<file path="src/rtl/fpdiv_sched.sv">
// fpdiv_sched: round-robin scheduler and sequencer for the shared iterative fp32 divider
module fpdiv_sched #(
   parameter int ITERS   = 4,
   parameter int MUL_LAT = 2
) (
   input  logic        clk,
   input  logic        reset,
   input  logic [1:0]  req_valid,
   output logic [1:0]  req_ready,
   input  logic [63:0] req_dividend,
   input  logic [63:0] req_divisor,
   input  logic [3:0]  req_round_mode,
   output logic [1:0]  rsp_valid,
   input  logic [1:0]  rsp_ready,
   output logic [31:0] rsp_quotient,
   output logic        busy,
   output logic        dp_load,
   output logic [31:0] dp_n,
   output logic [31:0] dp_d,
   output logic [1:0]  dp_rm,
   output logic        dp_step,
   output logic        dp_round,
   input  logic [31:0] dp_q
);
   typedef enum logic [2:0] {IDLE, LOAD, ITER, ROUND, RESP} state_t;
   localparam logic [2:0] CYC_LAST  = 3'(MUL_LAT - 1);
   localparam logic [3:0] ITER_LAST = 4'(ITERS - 1);
   state_t state, state_nxt;
   logic g, owner, last_grant, cyc_last;
   logic [2:0] cyc;
   logic [3:0] iter;
   assign g = (&req_valid) ? ~last_grant : req_valid[1];
   assign cyc_last = cyc == CYC_LAST;
   // state register
   always_ff @(posedge clk) begin
      if (reset) state <= IDLE;
      else state <= state_nxt;
   end
   // next state, handshakes and datapath strobes
   always_comb begin
      state_nxt = state;
      req_ready = 2'b00;
      rsp_valid = 2'b00;
      busy = state != IDLE;
      dp_load = state == LOAD;
      dp_step = state == ITER && cyc == 3'd0;
      dp_round = state == ROUND;
      case (state)
         IDLE: begin
            req_ready[g] = 1'b1;
            if (req_valid[g]) state_nxt = LOAD;
         end
         LOAD: state_nxt = ITER;
         ITER: if (cyc_last && iter == ITER_LAST) state_nxt = ROUND;
         ROUND: state_nxt = RESP;
         RESP: begin
            rsp_valid[owner] = 1'b1;
            if (rsp_ready[owner]) state_nxt = IDLE;
         end
         default: state_nxt = IDLE;
      endcase
   end
   // operand latch, iteration counters, result capture and fairness pointer
   always_ff @(posedge clk) begin
      if (reset) begin
         dp_n <= '0;
         dp_d <= '0;
         dp_rm <= '0;
         owner <= 1'b0;
         last_grant <= 1'b1;
         cyc <= '0;
         iter <= '0;
         rsp_quotient <= '0;
      end else begin
         if (state == IDLE && req_valid[g]) begin
            dp_n <= g ? req_dividend[63:32] : req_dividend[31:0];
            dp_d <= g ? req_divisor[63:32] : req_divisor[31:0];
            dp_rm <= g ? req_round_mode[3:2] : req_round_mode[1:0];
            owner <= g;
         end
         if (state == LOAD) begin
            cyc <= '0;
            iter <= '0;
         end
         if (state == ITER) begin
            cyc <= cyc_last ? 3'd0 : cyc + 3'd1;
            iter <= iter + 4'(cyc_last);
         end
         if (state == ROUND) rsp_quotient <= dp_q;
         if (state == RESP && rsp_ready[owner]) last_grant <= owner;
      end
   end
endmodule

</file>
<file path="config.mk">
export PLATFORM = sky130hd
export DESIGN_NAME = fpdiv_sched
export DESIGN_NICKNAME = d
export VERILOG_FILES = /design/src/rtl/fpdiv_sched.sv
export SDC_FILE = /design/constraint.sdc
export NUM_CORES = 1
export LEC_CHECK = 0
export CAP_MARGIN = 10
export CORE_AREA = 2 2 114 116
export CTS_BUF_LIST = sky130_fd_sc_hd__clkbuf_2
export CTS_CLUSTER_SIZE = 14
export DETAILED_ROUTE_END_ITERATION = 12
export DIE_AREA = 0 0 116 118
export GPL_ROUTABILITY_DRIVEN = 0
export PLACE_DENSITY = 0.82
export SETUP_SLACK_MARGIN = 0.2
export SLEW_MARGIN = 20
export SYNTH_ARGS = -nofsm -noshare
export SYNTH_HDL_FRONTEND = slang
export SYNTH_SLANG_ARGS = --single-unit
export TNS_END_PERCENT = 30
</file>
<file path="constraint.sdc">
create_clock -name clk -period 1.85 [get_ports clk]
set_clock_uncertainty 0.05 [all_clocks]
set_input_delay 0.2775 -clock clk [delete_from_list [all_inputs] [get_ports clk]]
set_output_delay 0.2775 -clock clk [all_outputs]
set_load 0.02 [all_outputs]
</file>
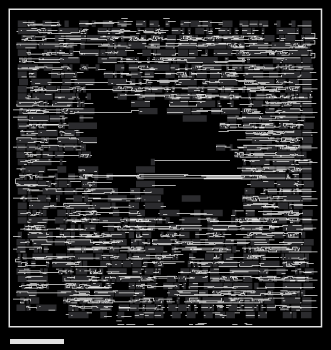
m1.png
The bar under the picture is 20 um long.
nets with wire on the layer	929
wire length on this layer	6220 um
total number of vias: 5140
grt met1 use: 23.9%

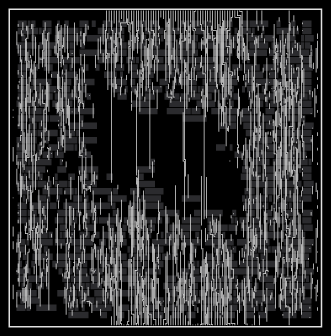
m2.png
share of all routed wire	49%
longest straight run	54.4 um
main direction	vertical
final wirelength: 16.5 mm
met2 Use GR: 38.2%

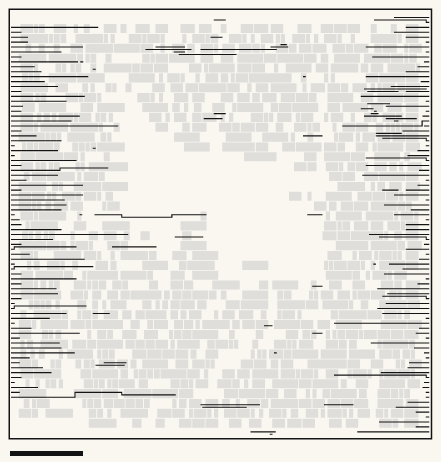
m3.png
The bar under the picture is 20 um long.
main direction	horizontal
nets with wire on the layer	186
met3 GRT Util: 8.34%

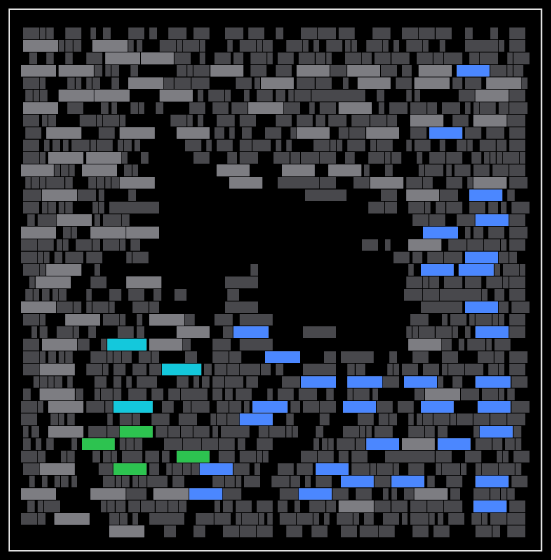
ff_map.png
color	netlist name	placed flops
green	iter	4
blue	dp_n	32
cyan	state	3

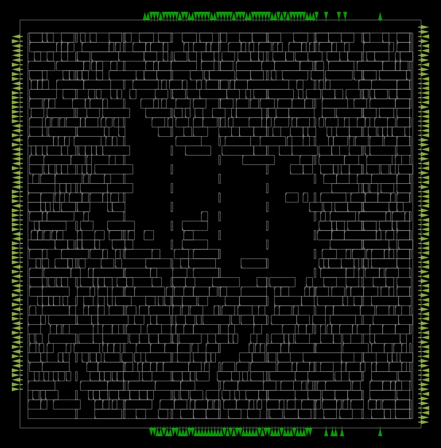
placed.png
sequential cell area share: 27.7%
row cnt: 41

==> changes_impl.md <==
## Implementation

- Place WS: -171 ps
- Worst hold path type: primary input to flip-flop
- Placed cells: between 1000 and 1500
- Fin crit period: 2170 ps
- Final worst slack: -320 ps
- Clock Sinks: 110
- Worst Reg-to-Reg Cells: 8
- Antenna violations before repair: 0
- Unique cell types: 33
- Flop area: about 2300 sq um
- Failing checks: setup timing
- Final-layout clock buffer total: 10
- Dominant cell area share: 46.0%
- Yosys top cell by instances: inv_1
- Mapped Area: roughly 4800 sq um
- Final setup TNS: -15170 ps
- Final core area utilization: ~66%
- Finished Layout Cells: 1044
- Outcome: complete, but fails checks
- Synth Area in Compound Gates: 19.7%
- EDFF count, synth: 0
- Simple-Gate Area Share: a little under a fifth
- Crit path DRT: 1520 ps
- Total GRT Usage: 21.9%
- Tool Warnings: 29
- Hold path depth: 3
- Worst Path Arrival: ~1800 ps
- Registers: 110
- Area delta synth->final: 71.4%
- Endpoints failing setup: a little over 70
- Chip Area, Yosys: 4790 sq um
- Post-synth top cells: 137 x inv_1, 110 x dfxtp_1, 70 x nand2_1
- Clock-pin slew on the worst setup and hold paths: ~280 ps
- Comb area leader: AND-OR/OR-AND gates
- Most numerous logic cell after layout: clkdlybuf4s50_1
- Synth async-reset ratio: 0%
- Num CTS Buffers: 9
- # fillers: 1048
- GRT busiest layer: met2
- Met1 wire length: 6.22 mm
- WHS: 119 ps
- Mux cell area share after synthesis: 0%
-- critical path, cell delays in order, from the launching register on --
cell,delay [ps]
dfxtp_4,420
buf_6,120
nor3_4,200
buf_6,130
nand3_4,80
inv_4,80
buf_12,110
buf_12,100
-- flip-flops by register name (all words and copies together), names as in the netlist, 2 cells and up --
name / flops
cyc: 3
dp_d: 32
dp_n: 32
dp_rm: 2
iter: 4
rsp_quotient: 32
state: 3
-- power breakdown --
| group | total [W] | switching, W | internal (W) |
|---|---|---|---|
| clock | 0.00121 | 0.000770 | 0.000435 |
| sequential | 0.00284 | 0.000158 | 0.00268 |
| combinational | 0.00222 | 0.00106 | 0.00117 |
-- logic make-up after synthesis --
logic type               after synthesis
AND-OR/OR-AND                        118
adder cells (fa/ha/maj)                2
buffers and inverters                181
flip-flops                           110
AND/OR/NAND/NOR                      169
Power figures rest on the tool's default switching activity, not on a simulated workload.
